[src/rtl/pwm_pkg.sv]
// pwm_pkg: shared types and defaults for the PWM compare block.
// Holds the FSM state enum, default WIDTH/DEADTIME and the duty saturate helper.
package pwm_pkg;

    localparam int PWM_WIDTH    = 8;
    localparam int PWM_DEADTIME = 4;

    typedef enum logic [1:0] {
        IDLE,
        SYNC,
        RUN,
        DRAIN
    } pwm_state_e;

    // Clamp a requested duty to the full period 2^w.
    function automatic logic [31:0] sat_duty(input logic [31:0] d, input int w);
        logic [31:0] full;
        full = 32'd1 << w;
        return (d > full) ? full : d;
    endfunction

endpackage

[src/rtl/pwm_compare_if.sv]
// pwm_compare_if: valid/ready channel carrying new duty values.
// Ports: duty_data (WIDTH+1), duty_valid, duty_ready; master drives data/valid.
interface pwm_compare_if #(
    parameter int WIDTH = 8
);

    logic [WIDTH:0] duty_data;
    logic           duty_valid;
    logic           duty_ready;

    modport master (
        output duty_data,
        output duty_valid,
        input  duty_ready
    );

    modport slave (
        input  duty_data,
        input  duty_valid,
        output duty_ready
    );

endinterface

[src/rtl/pwm_deadtime.sv]
// pwm_deadtime: inserts a dead band on every edge of the registered raw PWM.
// Ports: clk, rst, raw, active in; pwm, pwm_n out (both low while counting).
module pwm_deadtime
    import pwm_pkg::*;
#(
    parameter int DEADTIME = PWM_DEADTIME
) (
    input  logic clk,
    input  logic rst,
    input  logic raw,
    input  logic active,
    output logic pwm,
    output logic pwm_n
);

    localparam int CW = (DEADTIME < 1) ? 1 : $clog2(DEADTIME + 1);

    logic          raw_d;
    logic [CW-1:0] dt_cnt;
    logic [CW-1:0] dt_nx;
    logic          quiet;

    // Every raw transition restarts the dead band, so short pulses vanish.
    always_comb begin
        dt_nx = '0;
        if (raw != raw_d) begin
            dt_nx = CW'(DEADTIME);
        end else if (dt_cnt != '0) begin
            dt_nx = dt_cnt - 1'b1;
        end
    end

    assign quiet = (dt_nx == '0);

    always_ff @(posedge clk) begin
        if (rst) begin
            raw_d  <= 1'b0;
            dt_cnt <= '0;
            pwm    <= 1'b0;
            pwm_n  <= 1'b0;
        end else begin
            raw_d  <= raw;
            dt_cnt <= dt_nx;
            pwm    <= active && quiet && raw;
            pwm_n  <= active && quiet && !raw;
        end
    end

endmodule

[src/rtl/pwm_compare.sv]
// pwm_compare: period-aligned PWM from a live count and double-buffered duty.
// Ports: clk, rst, count, enable, duty (slave channel), pwm, pwm_n
// (only with PWM_DEADTIME_EN), period_done, running.
module pwm_compare
    import pwm_pkg::*;
#(
    parameter int WIDTH = PWM_WIDTH
`ifdef PWM_DEADTIME_EN
    ,
    parameter int DEADTIME = PWM_DEADTIME
`endif
) (
    input  logic             clk,
    input  logic             rst,
    input  logic [WIDTH-1:0] count,
    input  logic             enable,
    pwm_compare_if.slave     duty,
    output logic             pwm,
`ifdef PWM_DEADTIME_EN
    output logic             pwm_n,
`endif
    output logic             period_done,
    output logic             running
);

    localparam int DW = WIDTH + 1;

    pwm_state_e     state;
    pwm_state_e     state_nx;
    logic [WIDTH:0] active_duty;
    logic [WIDTH:0] shadow_duty;
    logic [WIDTH:0] duty_eff;
    logic           pending;
    logic           boundary;
    logic           accept;
    logic           raw;
    logic           out_nx;

    assign boundary        = (count == '0);
    assign duty.duty_ready = !pending;
    assign accept          = duty.duty_valid && !pending;

    // A duty swapped in at the boundary already governs count 0.
    assign duty_eff = (boundary && pending) ? shadow_duty : active_duty;
    assign raw      = ({1'b0, count} < duty_eff);
    assign running  = (state != IDLE);

    // accept needs !pending, so it can never collide with the swap.
    always_ff @(posedge clk) begin
        if (rst) begin
            active_duty <= '0;
            shadow_duty <= '0;
            pending     <= 1'b0;
        end else if (boundary && pending) begin
            active_duty <= shadow_duty;
            pending     <= 1'b0;
        end else if (accept) begin
            shadow_duty <= DW'(sat_duty(32'(duty.duty_data), WIDTH));
            pending     <= 1'b1;
        end
    end

    always_comb begin
        state_nx = state;
        out_nx   = 1'b0;
        unique case (state)
            IDLE: begin
                if (enable) state_nx = SYNC;
            end
            SYNC: begin
                if (!enable) begin
                    state_nx = IDLE;
                end else if (boundary) begin
                    state_nx = RUN;
                    out_nx   = raw;
                end
            end
            RUN: begin
                out_nx = raw;
                if (!enable) state_nx = DRAIN;
            end
            DRAIN: begin
                if (enable) begin
                    state_nx = RUN;
                    out_nx   = raw;
                end else if (boundary) begin
                    state_nx = IDLE;
                end else begin
                    out_nx = raw;
                end
            end
            default: state_nx = IDLE;
        endcase
    end

    always_ff @(posedge clk) begin
        if (rst) begin
            state       <= IDLE;
            period_done <= 1'b0;
        end else begin
            state       <= state_nx;
            period_done <= (state == RUN) && boundary;
        end
    end

`ifdef PWM_DEADTIME_EN
    logic pwm_q;
    logic act_q;

    always_ff @(posedge clk) begin
        if (rst) begin
            pwm_q <= 1'b0;
            act_q <= 1'b0;
        end else begin
            pwm_q <= out_nx;
            act_q <= (state_nx == RUN) || (state_nx == DRAIN);
        end
    end

    pwm_deadtime #(
        .DEADTIME (DEADTIME)
    ) u_deadtime (
        .clk    (clk),
        .rst    (rst),
        .raw    (pwm_q),
        .active (act_q),
        .pwm    (pwm),
        .pwm_n  (pwm_n)
    );
`else
    always_ff @(posedge clk) begin
        if (rst) pwm <= 1'b0;
        else     pwm <= out_nx;
    end
`endif

endmodule

[src/flat_wrapper.sv]
// flat-port wrapper written by rule: the top's interface ports become plain ports
module pwm_compare_flat import pwm_pkg::*;
#(
    parameter int WIDTH = PWM_WIDTH

)
  (clk, rst, count, enable, pwm, period_done, running, duty_duty_data, duty_duty_valid, duty_duty_ready);
  pwm_compare_if #(.WIDTH(WIDTH)) duty_i ();
  input  logic clk;
  input  logic rst;
  input  logic [WIDTH-1:0] count;
  input  logic enable;
  output logic pwm;
  output logic period_done;
  output logic running;
  input wire logic [$bits(duty_i.duty_data)-1:0] duty_duty_data;
  input wire logic [$bits(duty_i.duty_valid)-1:0] duty_duty_valid;
  output wire logic [$bits(duty_i.duty_ready)-1:0] duty_duty_ready;
  assign duty_i.duty_data = duty_duty_data;
  assign duty_i.duty_valid = duty_duty_valid;
  assign duty_duty_ready = duty_i.duty_ready;
  pwm_compare #(.WIDTH(WIDTH)) u_core (.clk(clk), .rst(rst), .count(count), .enable(enable), .duty(duty_i), .pwm(pwm), .period_done(period_done), .running(running));
endmodule
[config.mk]
export PLATFORM = sky130hd
export DESIGN_NAME = pwm_compare_flat
export DESIGN_NICKNAME = d
export VERILOG_FILES = /design/src/rtl/pwm_pkg.sv /design/src/rtl/pwm_compare_if.sv /design/src/rtl/pwm_deadtime.sv /design/src/rtl/pwm_compare.sv /design/src/flat_wrapper.sv
export SDC_FILE = /design/constraint.sdc
export NUM_CORES = 1
export LEC_CHECK = 0
export ABC_CLOCK_PERIOD_IN_PS = 2900
export CORE_ASPECT_RATIO = 0.7
export CORE_MARGIN = 8
export CORE_UTILIZATION = 47
export CTS_BUF_LIST = sky130_fd_sc_hd__clkbuf_16
export DETAILED_ROUTE_END_ITERATION = 6
export PLACE_DENSITY = 0.8
export SLEW_MARGIN = 20
export SYNTH_ARGS = -nofsm -noshare
export SYNTH_HDL_FRONTEND = slang
export SYNTH_SLANG_ARGS = --single-unit
[constraint.sdc]
create_clock -name clk -period 2.9 [get_ports clk]
set_clock_uncertainty 0.1 [all_clocks]
set_input_delay 0.29 -clock clk [delete_from_list [all_inputs] [get_ports clk]]
set_output_delay 0.29 -clock clk [all_outputs]
set_load 0.02 [all_outputs]
Fig. 1: the metal 2 layer
Cells faint in the background.
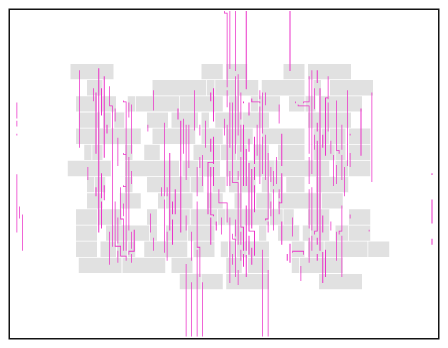
main direction: vertical
longest straight run: 27.5 um
share of all routed wire: 48%

Fig. 2: routed metal, one color a layer
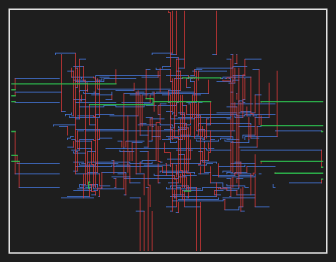
[met3] green | wire length: 125 um
[met2] red | wire length: 1110 um
[met1] blue | wire length: 1080 um
overall track demand over capacity in global routing: 12.00%
total routed wirelength: 2322 um
total number of vias: 844
routed wire length per instance: 13.99 um

Fig. 3: routing congestion map
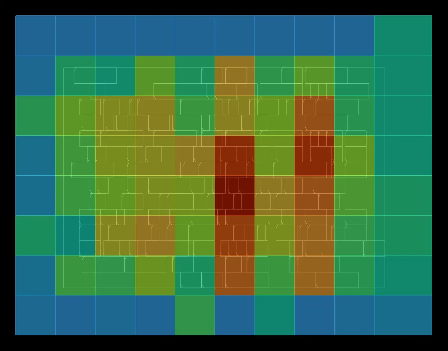
Most Crowded Layer GR: met2
met1 track demand over resource: 12.86%
met2 demand-to-capacity share in global routing: 21.57%
met3 usage: 4.496%

==> results.json <==
{
  "outcome": "finished clean",
  "ys_types": 28,
  "worstHoldPathCells": 2,
  "tightest_slew_ns": 0.8681,
  "topCombFamilyByArea": "simple AND/OR/NAND/NOR gates",
  "final.period_utilization_pct": 91.99,
  "post_route_ant_nets": 0,
  "synth_compound_gate_area_share_pct": 11.37,
  "seq_power_mw": 0.328,
  "area.share.sequential_pct": 32.83,
  "synth-warning-count": 0,
  "synth_stat.cells": 107,
  "min_delay_worst_endpoint": "u_core.shadow_duty[8]$_SDFFE_PP0P_",
  "inverters": 2,
  "count_of_flip_flops_with_a_built_in_enable_after_synthesis": 0,
  "max_cap_viol_count": 0,
  "seq_power_share_pct": 46.8,
  "taps": 32,
  "first_global_vias": 913,
  "clkSlewWorstSetupHoldPaths_ns": 0.06,
  "cell_with_the_most_instances_after_synthesis": "sky130_fd_sc_hd__dfxtp_1",
  "p_sw_mw": 0.1494,
  "final-max-slew-violation-count": 0,
  "buffers_excl_clock": 28,
  "cts-hold-fix-buffers": 0,
  "num_rows": 14,
  "mi_logic_area_um2": 545.5,
  "cts_max_path_buffers": 2,
  "instance_count_after_placement_with_tap_cells_included": 162,
  "postCtsSetupBuffers": 0,
  "timing.hold.worst.class": "reg -> reg",
  "leakage_nw": 0.6016,
  "r2r-end": "u_core.pwm$_SDFF_PP0_",
  "clock_sinks": 23,
  "critPathLaunchType": "primary input",
  "postSynth.asyncResetShare_pct": 0,
  "total_power_density_per_cell_area_mw_per_mm2": 498.6,
  "stage_log_warnings": 26,
  "comb_share_pct": 38.89,
  "layout_cell_share_with_drive_strength_beyond_1_pct": 10.45,
  "cell_internal_pwr_mw": 0.5500,
  "synthTopCellsByArea": "sky130_fd_sc_hd__dfxtp_1 44%, sky130_fd_sc_hd__mux2i_1 8.7%, sky130_fd_sc_hd__ha_1 8.5%",
  "regToRegStartpoint": "u_core.pending$_SDFFE_PP0P_",
  "comb_power_share_pct": 11.1,
  "slack_of_the_worst_reg_to_reg_path_ns": 0.75,
  "layout.cells.non_filler": 166,
  "io_buffers": 24,
  "avg_inst_size_synth_um2": 9.670,
  "crit_slowest_cell": "sky130_fd_sc_hd__clkdlybuf4s50_1",
  "maxUsedRoutingLayer": "met3",
  "switching_share_pct": 21.36,
  "dpl_worst_slack_ns": -0.08592,
  "power_frac_clock_pct": 42.1,
  "grt_pass1_wl_um": 3960,
  "simple_gate_area_share_pct": 21.40,
  "die_h_um": 55.26,
  "floorplan.die.width_um": 72.08,
  "syn_area_mm2": 0.001035,
  "whs_ns": 0.3548,
  "ios": 25,
  "detailed_place.area_mm2": 0.001319,
  "layout.filler_cells": 186,
  "final_nets": 163,
  "largest_registers": "u_core.active_duty (9), u_core.shadow_duty (9)",
  "final_critical_path_setup_slack_ns": 0.2322,
  "timing.critical_path.buf_inv": 1,
  "cp.arrival_ns": 2.75,
  "most_area_hungry_cell_type_in_the_yosys_netlist": "sky130_fd_sc_hd__dfxtp_1",
  "logic_gates": 77,
  "tritonroute_pass_1_iters": 6,
  "report.power.total_mw": 0.6993,
  "area_of_the_synthesized_netlist_per_yosys_stat_mm2": 0.001035,
  "route.met3.wl_um": 125,
  "clockBufferCount": 3,
  "critical_path.endpoint": "u_core.pwm$_SDFF_PP0_",
  "largestPowerGroup": "sequential cells"
}
